==> config.mk <==
export PLATFORM = sky130hd
export DESIGN_NAME = vga_timing_controller
export DESIGN_NICKNAME = d
export VERILOG_FILES = /design/src/rtl/vga_timing_controller.sv
export SDC_FILE = /design/constraint.sdc
export NUM_CORES = 1
export LEC_CHECK = 0
export ABC_AREA = 1
export CORE_ASPECT_RATIO = 0.8
export CORE_MARGIN = 3
export CORE_UTILIZATION = 55
export CTS_CLUSTER_SIZE = 24
export DETAILED_ROUTE_END_ITERATION = 8
export DONT_BUFFER_PORTS = 1
export PLACE_DENSITY = 0.7
export SETUP_SLACK_MARGIN = 0.5
export SLEW_MARGIN = 20
export SYNTH_ARGS = -nofsm -noshare
export SYNTH_HDL_FRONTEND = slang
export SYNTH_SLANG_ARGS = --single-unit
==> constraint.sdc <==
create_clock -name clk -period 4.9 [get_ports clk]
set_input_delay 0.735 -clock clk [delete_from_list [all_inputs] [get_ports clk]]
set_output_delay 0.735 -clock clk [all_outputs]
set_load 0.01 [all_outputs]
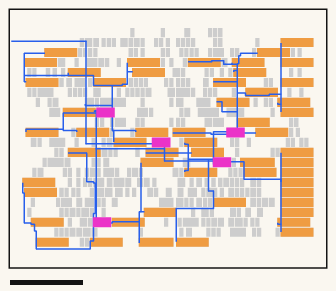
**Above:** clock network drawn from the DEF.
Bar = 20 um.
Key: clock wires = blue [length 597 um]; flip-flops = orange [count 54]; cells driving clock nets = magenta [count 5]
There are 6 routed clock nets.
Fin Clk Skew: 0.00360 ns
clk latency late pin: 0.30 ns
Power Clock: 0.264 mW

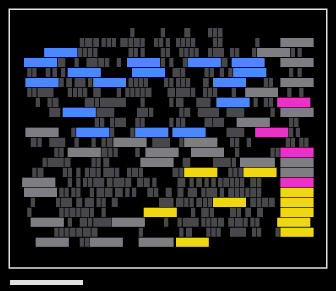
**Above:** sequential cells grouped by signal name.
Bar = 20 um. Other sequential cells in the stronger grey, the rest of the logic in the fainter grey.
Key: Red = magenta [sequential cells 4, where east]; pix_x = yellow [sequential cells 10, where south-east]; underflow_cnt = blue [sequential cells 16]
Another 24 sequential cells are not coloured.
final core occ: 0.620
Seq power: 0.506 mW

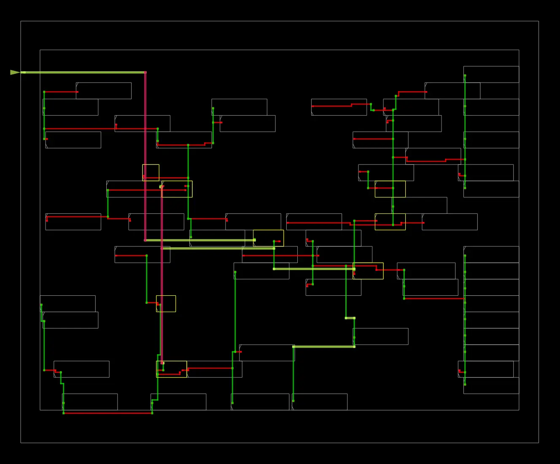
**Above:** clock routing.
Clock Sinks: 54
clock buffer count from CTS: 5
FFs & Latches: 54
clock buffers: 6

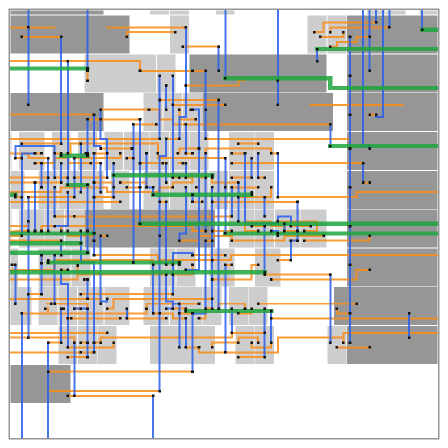
**Above:** layout detail.
Window x 50 to 80, y 3 to 33 um. Cells in grey, sequential cells in the stronger grey; small squares are vias.
Key: met1 = orange; met2 = blue; met3 = green
70 logic cells have their middle in the window. Sequential cells in the window: 14. Most frequent: dfrtp_1 (13), nand2_1 (13), nor2_1 (12).

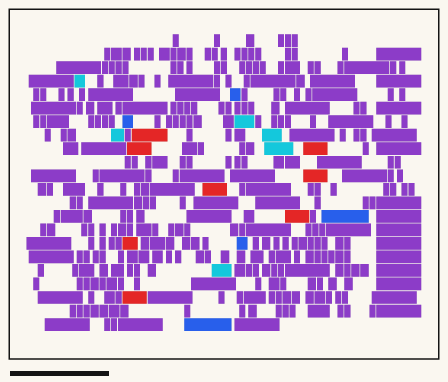
**Above:** drive-strength map.
Bar = 20 um.
Key: drive 2 = blue [cells 5, share 1.3%]; drive 1 or less = purple [cells 352, share 95%]; drive 6 and up = red [cells 8, share 2.2%]; drive 3 to 4 = cyan [cells 6, share 1.6%]
P&R area growth vs syn: 4.66%
min setup slack post-route: 2.31 ns
post-route cell area: 2950 um2
Signal buffers: 0

==> results.json <==
{
  "cap_violations": 0,
  "end_kind": "primary output",
  "crit_chain": "inv_1, ha_1, inv_1, nor2_1, nand3_1, nor4_1",
  "ir_worst_vdd_v": 0.000171,
  "holdBufCountCts": 0,
  "fin_cells": 431,
  "ys_seq_share": 0.480,
  "fp.coreArea_um2": 4760,
  "worst_pin_slew_ns": 0.570,
  "placedCellCount": 423,
  "antenna_found_initial": 0,
  "cts_tree": "built",
  "postSynth.asyncResetShare": 1.00,
  "max_stage_delay_ns": 0.54,
  "grt_pass1_wl_um": 10000,
  "h-tree-depth": 2,
  "cp-start-kind": "flop",
  "r2r_slack_ns": 2.86,
  "drive_above_1_share": 0.0512,
  "dr.pass1.iters": 4,
  "die_h_um": 70.1,
  "fillers": 437,
  "ys_cells": 369,
  "grt_max_degree": 57,
  "via_per_inst": 5.31,
  "yosys_warnings": 0,
  "post_cts_resized": 0,
  "cts_setup_buffers": 0,
  "clock_path_buffers": 2,
  "maxClockFrequency_ghz": 0.386,
  "ys.flops": 54,
  "hold_viol": 0,
  "die_w_um": 86.1,
  "antenna_cells": 0,
  "grtUsageTotal": 0.204,
  "grt_pass1_vias": 2046,
  "root_buffer": "clkbuf_8",
  "fp_util": 0.592,
  "drtIter0Drc": 185,
  "worst-endpoint-required_ns": 4.16,
  "crit_top_cell": "inv_1",
  "timing.final.crit_share": 0.529,
  "wl_um": 5940,
  "rows": 22,
  "syn_area_per_cell_um2": 7.65,
  "outcome": "complete, no violations",
  "timing.slew.headroom": 0.617,
  "drt-wirelength-per-cell_um": 13.8,
  "rr_worst_depth": 6,
  "finish.net_count": 391,
  "p_leak_nw": 1.44,
  "tns_ns": 0,
  "cpMaxStageDelayCell": "nor4_1"
}
==> placed cells by master (no fill, tap or decap), types with 5 or more instances in the layout <==
| master | instances |
|---|---|
| nor3_1 | 9 |
| o21ai_0 | 14 |
| nor2_1 | 54 |
| ha_1 | 5 |
| clkbuf_8 | 6 |
| inv_1 | 50 |
| nand3_1 | 17 |
| xnor2_1 | 6 |
| a21oi_1 | 5 |
| dfrtp_1 | 52 |
| nand4_1 | 12 |
| nand2_1 | 115 |
==> worst max-delay path: cells and delay by family (launching register included) <==
kind	cells	cell delay [ns]
fa+ha+maj	1	0.16
buf+inv	2	0.16
flops	1	0.47
simple gates	3	0.77
==> metal layers <==
metal | share of wire | vias up | track usage
li1 | - | 1148 | -
met1 | 0.47 | 1030 | 0.306
met2 | 0.41 | 105 | 0.283
met3 | 0.11 | 5 | 0.0637
met4 | 0.0096 | 0 | 0.0545
met5 | 0 | - | 0
==> logic make-up (layout without fill, tap and decap cells) <==
logic type / after synthesis / count (layout) / share of synthesized area
simple gates: 219 / 219 / 0.335
buf+inv: 57 / 59 / 0.0838
flops: 54 / 54 / 0.480
compound gates: 24 / 24 / 0.0479
xor+xnor: 10 / 10 / 0.0310
fa+ha+maj: 5 / 5 / 0.0222
==> report_power, final <==
group	total (mW)	internal [mW]	switching [mW]	leakage, nW
logic	0.0634	0.0250	0.0383	0.663
clock network	0.264	0.117	0.147	0.0478
registers	0.506	0.466	0.0402	0.730
total	0.833	0.607	0.226	1.44
==> area by class of cell <==
cell class              instances  area, um2  area share
well taps                      60       75.1      0.0254
inverters                      51        194      0.0657
flip-flops and latches         54       1350       0.458
multi-input cells             258       1230       0.417
clock buffers                   6       82.6      0.0280
clock inverters                 2       16.3     0.00551
==> per-stage QoR <==
stage | utilization | cell area (um2) | hold WS (ns) | power [mW]
6_report | 0.620 | 2950 | 0.110 | 0.833
3_5_place_dp | 0.599 | 2850 | 0.346 | 0.579
5_1_grt | 0.620 | 2950 | 0.0874 | 0.878
3_3_place_gp | 0.599 | 2850 | 0.338 | 0.577
4_1_cts | 0.620 | 2950 | 0.101 | 0.843
2_1_floorplan | - | 2820 | 0.337 | 0.564
==> Yosys cell counts, drive strengths merged (4+ instances only) <==
cell type	number	area share
xor2	4	0.012
nor3	9	0.016
nor2	58	0.089
a21oi	5	0.0089
nand4	12	0.027
xnor2	6	0.019
o21ai	18	0.036
ha	5	0.022
buf	4	0.012
nand3	17	0.030
nand2	118	0.16
dfrtp	52	0.46
inv	51	0.069
Power figures rest on the tool's default switching activity, not on a simulated workload.
